Design periph_bus_ctrl, sky130hd; sources not shown.
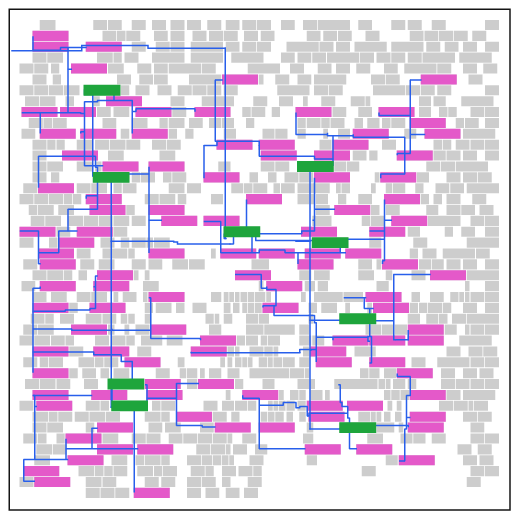
*Clock distribution, run 1*
(4 px per µm)
[flip-flops] magenta | count: 110
[clock-net drivers] green | count: 9
[clock wires] blue | length: 1420 µm
flops lie	widely spread
clock group power: 0.000814 W
clock insertion delay at the later pin of the skew report: 350 ps

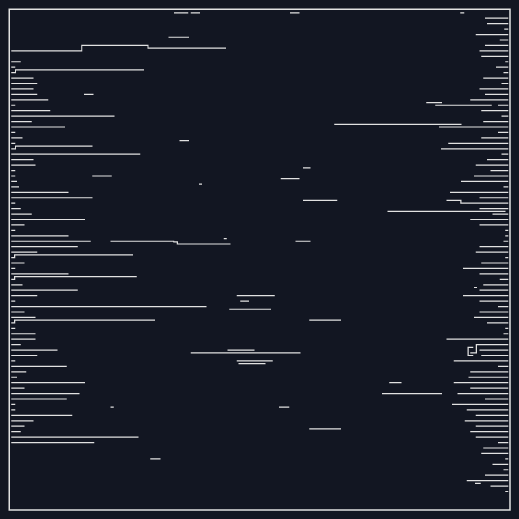
*Metal 3, run 1*
(4 px per µm)
main direction	horizontal
wire length on this layer	1580 µm
routed vias: 5037
total wire length after detailed routing: 18440 µm
Global Route met3 Usage: 7.216%

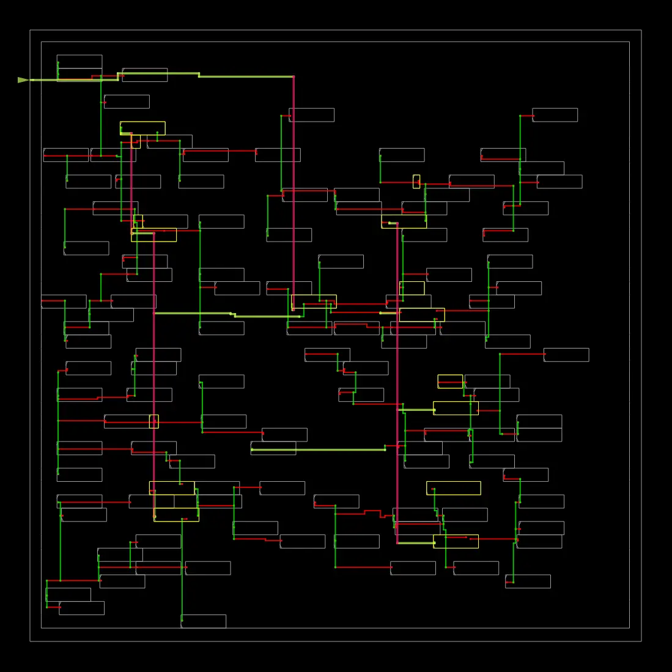
*Clock wiring as the flow saved it, run 1*
number of clock buffers in the layout: 12
clock sink total: 110

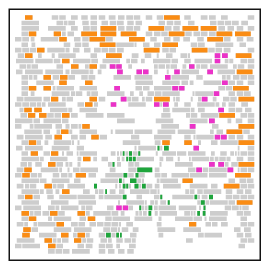
*Gate-type map, run 1*
(2 px per µm)
family	color	cells
mux cells	orange	87
nand cells	green	35
non-inverting ao/oa cells	magenta	34
fin cells: 968
Comb/total area: 30.81%
most numerous logic cell after layout: clkdlybuf4s50_1

==> run summary, run 1 <==
Purpose: to document the outcome of synthesis and place and route.

Global routing
The largest net degree at the start of global routing is 59. The most crowded layer after global routing is met2. met1 track demand over resource after global routing is 29.47%.

The global routing report lists combined usage of all routing layers as 23.90%.

Floorplanning
The number of tap cells added at floorplan is 184. The floorplan-stage core utilization is 40.62%. The chip area is 15570 µm².

Yosys
Of the total synthesized cell area, the portion taken by AND-OR and OR-AND cells is 8.146%. Per the synth log, the flip-flop and latch total comes to 110. In this run, synthesis inferred 0 flip-flops with an integrated enable. The fraction of synthesized area in multiplexers is 23.09%. For this run, the number of Yosys warnings is 0. The synthesized netlist devotes 0.6431% of its cell area to adder and majority cells. The post-synthesis cell count is 467.

Detailed routing
In the log, the iteration count for the first detailed-route pass is 7. The remaining design rule violation count is 0. The top layer reached by signal wires is met4.

Final timing
Counting endpoints that fail hold in the final report gives 0. The total count of max-transition violations in the final report is 0. At the pin with the least slew margin, the transition time is 815.8 ps.

Finish
The final report gives the core utilization as 65.45%. The fill cell total of the finished layout is 1123. The post-route cell area is 9404 µm². The number of flip-flops under the largest register name is 51. The layout net count is 986. The area added between synthesis and finish is 61.11%. The post-route netlist has 15.43% of its cells at a drive strength greater than 1. The fraction of final cell area spent on non-clock buffers in this run is 33.81%.

Power and ir drop
The switching part of the total is 20.15%. The final power report lists total power as 0.002035 W. The flip-flop and latch power is 0.000988 W. The maximum VDD drop is 151.2 µV.

Placement
In this run the cell area measured after placement is 9102 µm². The number of placed instances, taps included is 952.

CTS
The clock transition at the registers of the reported paths is 70 ps.

Critical path
The slowest stage cell on the critical path is clkdlybuf4s50_1. In this run the register-to-register setup slack is 2140 ps. The STA report counts the stages on the worst setup path as 6.

Worst hold path
In the hold timing report, the worst path depth is 1.

Status
The run finished with clean final reports.
run 1: cells in the final DEF, fill, tap and decap left out, types with 2 or more instances in the layout:
cell             instances
xor2_1                   8
nand3b_1                 2
mux2_4                   2
clkbuf_16                9
clkinv_2                 3
or4_1                    2
o31ai_1                  5
a21oi_1                  5
nor2_1                  18
clkbuf_8                 2
mux4_2                  32
nand3_1                 12
buf_1                    3
buf_6                    4
buf_2                    8
and2_1                  83
mux2_2                  53
clkdlybuf4s50_1        300
clkbuf_1                15
o41ai_1                  3
dfrtp_1                110
ha_1                     3
xnor2_1                  4
inv_1                    9
nor4_1                   5
nand4_1                  7
nor3_1                   3
or3_1                    5
o311ai_0                 2
nand2_1                 12
a22o_1                  32
o21ai_0                  4
o211ai_1                 3
==> inputs of run 2 (changes only) <==
--- a/config.mk
+++ b/config.mk
@@ -5,7 +5,7 @@
 export SDC_FILE = /design/constraint.sdc
 export NUM_CORES = 1
 export LEC_CHECK = 0
-export ABC_CLOCK_PERIOD_IN_PS = 4500
+export ABC_CLOCK_PERIOD_IN_PS = 3200
 export CORE_MARGIN = 2
 export CORE_UTILIZATION = 40
 export CTS_CLUSTER_SIZE = 30
==> constraint.sdc (replaced) <==
create_clock -name clk -period 3.2 [get_ports clk]
set_input_delay 0.48 -clock clk [delete_from_list [all_inputs] [get_ports clk]]
set_output_delay 0.48 -clock clk [all_outputs]
set_load 0.005 [all_outputs]
==> run summary, run 2 <==
Purpose: to document the outcome of synthesis and place and route.

Finish
By area, non-clock buffers come first. The finished cells cover 9462 µm². The final design was reported to hold multi-input combinational gates totalling 318. Cells with a size suffix above 1 make up 15.78% of the layout. Leaving out fill and tap cells, the most frequent cell in the layout is clkdlybuf4s50_1. The register area is 2753 µm². Once layout is complete, the utilization of the core stands at 65.85%. The layout has 10 inverters outside the clock class. The fill cell total of the finished layout is 1124.

The multi-input logic portion of the cell area is 30.65%. The sequential portion of the cell area is 29.09%. The register with the most flip-flops in the layout has 51 of them. The finished design was reported to have a net count of 989. The top cell types in the final layout, fill and taps aside, are clkdlybuf4s50_1, dfrtp_1, and2_1. The final standard cell count with taps included and fillers excluded is 970. The antenna diode count is 0.

The sequential cell count is 110. The non-clock buffer share of cell area is 34.32%. The area added between synthesis and finish is 62.10%. The count of clock buffers in the final design is 11.

Power and ir drop
The maximum VDD drop is 265.6 µV. The total design power is 0.002838 W. Per the summary, power density relative to cell area is 300.0 nW/µm². The script extracted a total leakage power of 3.981 nW.

Global routing
The remaining global-route overflow is 0. The number of antenna violations at the first check in global routing came to 0. For this run, the total global-route usage over all layers was measured as 24.10%. The global routing report lists met1 layer usage as 28.06%. The met2 track utilization from global routing is 41.50%. The met3 usage in global routing is 7.646%. The number of global-route vias before repair was 5523. Entering global routing, the biggest net connects 32 pins. The most crowded layer after global routing is met2.

Floorplanning
The chip area is 15570 µm². The number of tap cells added at floorplan is 184. The report lists the number of standard-cell rows as 44. The number of top-level design ports is 301. The floorplan-stage core utilization is 40.62%.

Critical path
The most used cell along the critical path is clkdlybuf4s50_1. The number of cells on the worst reg-to-reg path is 8. The timing report gives the worst reg2reg path a setup slack of 840 ps. Counting buffers and inverters, the worst setup path is 6 cells deep. The required time of the critical path is 2720 ps. In this run the critical path is formed by clkdlybuf4s50_1 > nor4_1 > nand2_1 > or3_1 > nor2_1 > clkdlybuf4s50_1.

The cell type group with the largest total delay on the critical path is simple AND/OR/NAND/NOR gates. The critical path data arrival time is 2430 ps. Among all stages on the critical path, the largest delay is contributed by clkdlybuf4s50_1.

Yosys
Once synthesis finished, the tally of register bits stood at 110. Before any placement, the netlist area is recorded as 5837 µm². The synthesized net count is 674. The count of yosys warnings during synthesis is 0. The share of the Yosys chip area taken by registers is 47.16%.

The fraction of synthesized cell area taken by the top area cell type is 47.16%. The number of flops mapped to enable cells by yosys is 0. Among all cell types in the netlist, the one instantiated most often is dfrtp_1. Synthesis produced 467 cells. The number of cells reported by Yosys stat comes to 467. The share of flip-flops with an asynchronous set or reset is 100.0%.

Placement
The wire-length estimate of the detail-placed layout is 14690 µm. The final estimated routing congestion in global placement is 0.9012. The setup slack at placement is 310.0 ps. The area of placed instances is 9169 µm². The number of placed instances, taps included, is 955. During placement, the flow inserted port buffers numbering 300.

CTS
At the later pin of the worst-skew pair, clock insertion delay measures 350 ps. The registers of the reported paths see a clock transition of 60 ps. The clock tree from TritonCTS is built. The tree built by TritonCTS fans out to 110 sinks. CTS added clock buffers totalling 9.

Final timing
From the final report, the count of setup violators was given as 0. The share of the clock period used by the worst path after layout is 90.81%. Setup repair after global routing left no endpoint under its margin. Derived from the worst setup path, the maximum achievable clock frequency is 0.3441 GHz.

For reference, the final report shows the hold violation count at 0. For the final routed database, the setup TNS stands at 0 ps. For the pin with the worst max-slew slack, the measured transition is 832.8 ps.

The total count of max-transition violations in the final report is 0. The minimum period implied by the final worst setup slack is 2906 ps.

Detailed routing
The sum of routed wire segments on met1 is 7111 µm. Signal routing reaches up to met4. The routed design has 18450 µm of wire. The remaining design rule violation count is 0. The number of search-and-repair iterations in the first detailed-routing pass is 4. Across all layers, the routed design uses 5121 vias. Per the detail_route log, met2 wirelength is 9060 µm.

The routed wire length per instance is 19.02 µm.

Status
The run finished with clean final reports.

Worst hold path
The type recorded for the worst min-delay path is reg -> reg. The cell depth of the worst hold path is 1.
[run 2: power breakdown]
group / leakage (nW) / internal (W) / switching (W) / total, W
Sequential: 1.52 / 0.00139 / 0.0000000720 / 0.00139
Clock: 0.141 / 0.000622 / 0.000488 / 0.00111
Combinational: 2.32 / 0.000257 / 0.0000815 / 0.000338
[run 2: timing repair]
item / CTS / global route
setup buffers: 0 / 0
gates resized: 0 / 1
hold endpoints to repair: 0 / 0
endpoints found under the setup margin: 0 / 9
[run 2: cell families after synthesis]
logic type	share of synthesized area, %
AND-OR/OR-AND	8.146
AND/OR/NAND/NOR	15.97
buffers and inverters	3.194
adder cells (fa/ha/maj)	0.6432
XOR/XNOR	1.801
flip-flops	47.16
multiplexers	23.09
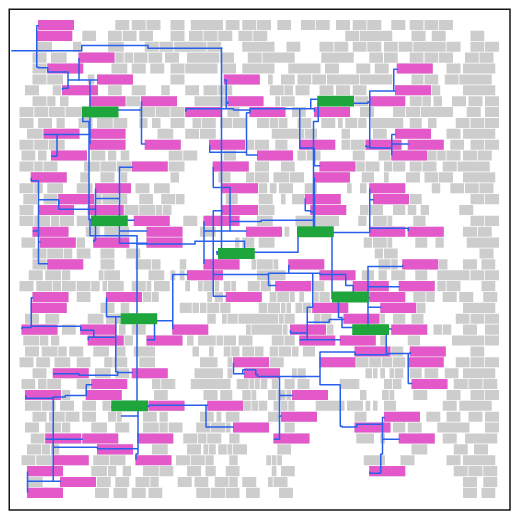
*Clock distribution, run 2*
(4 px per µm)
largest clock skew in the final design: 10.28 ps
clock share of power: 39.1%

No activity file was given, so power comes from the tool's default toggle rates.
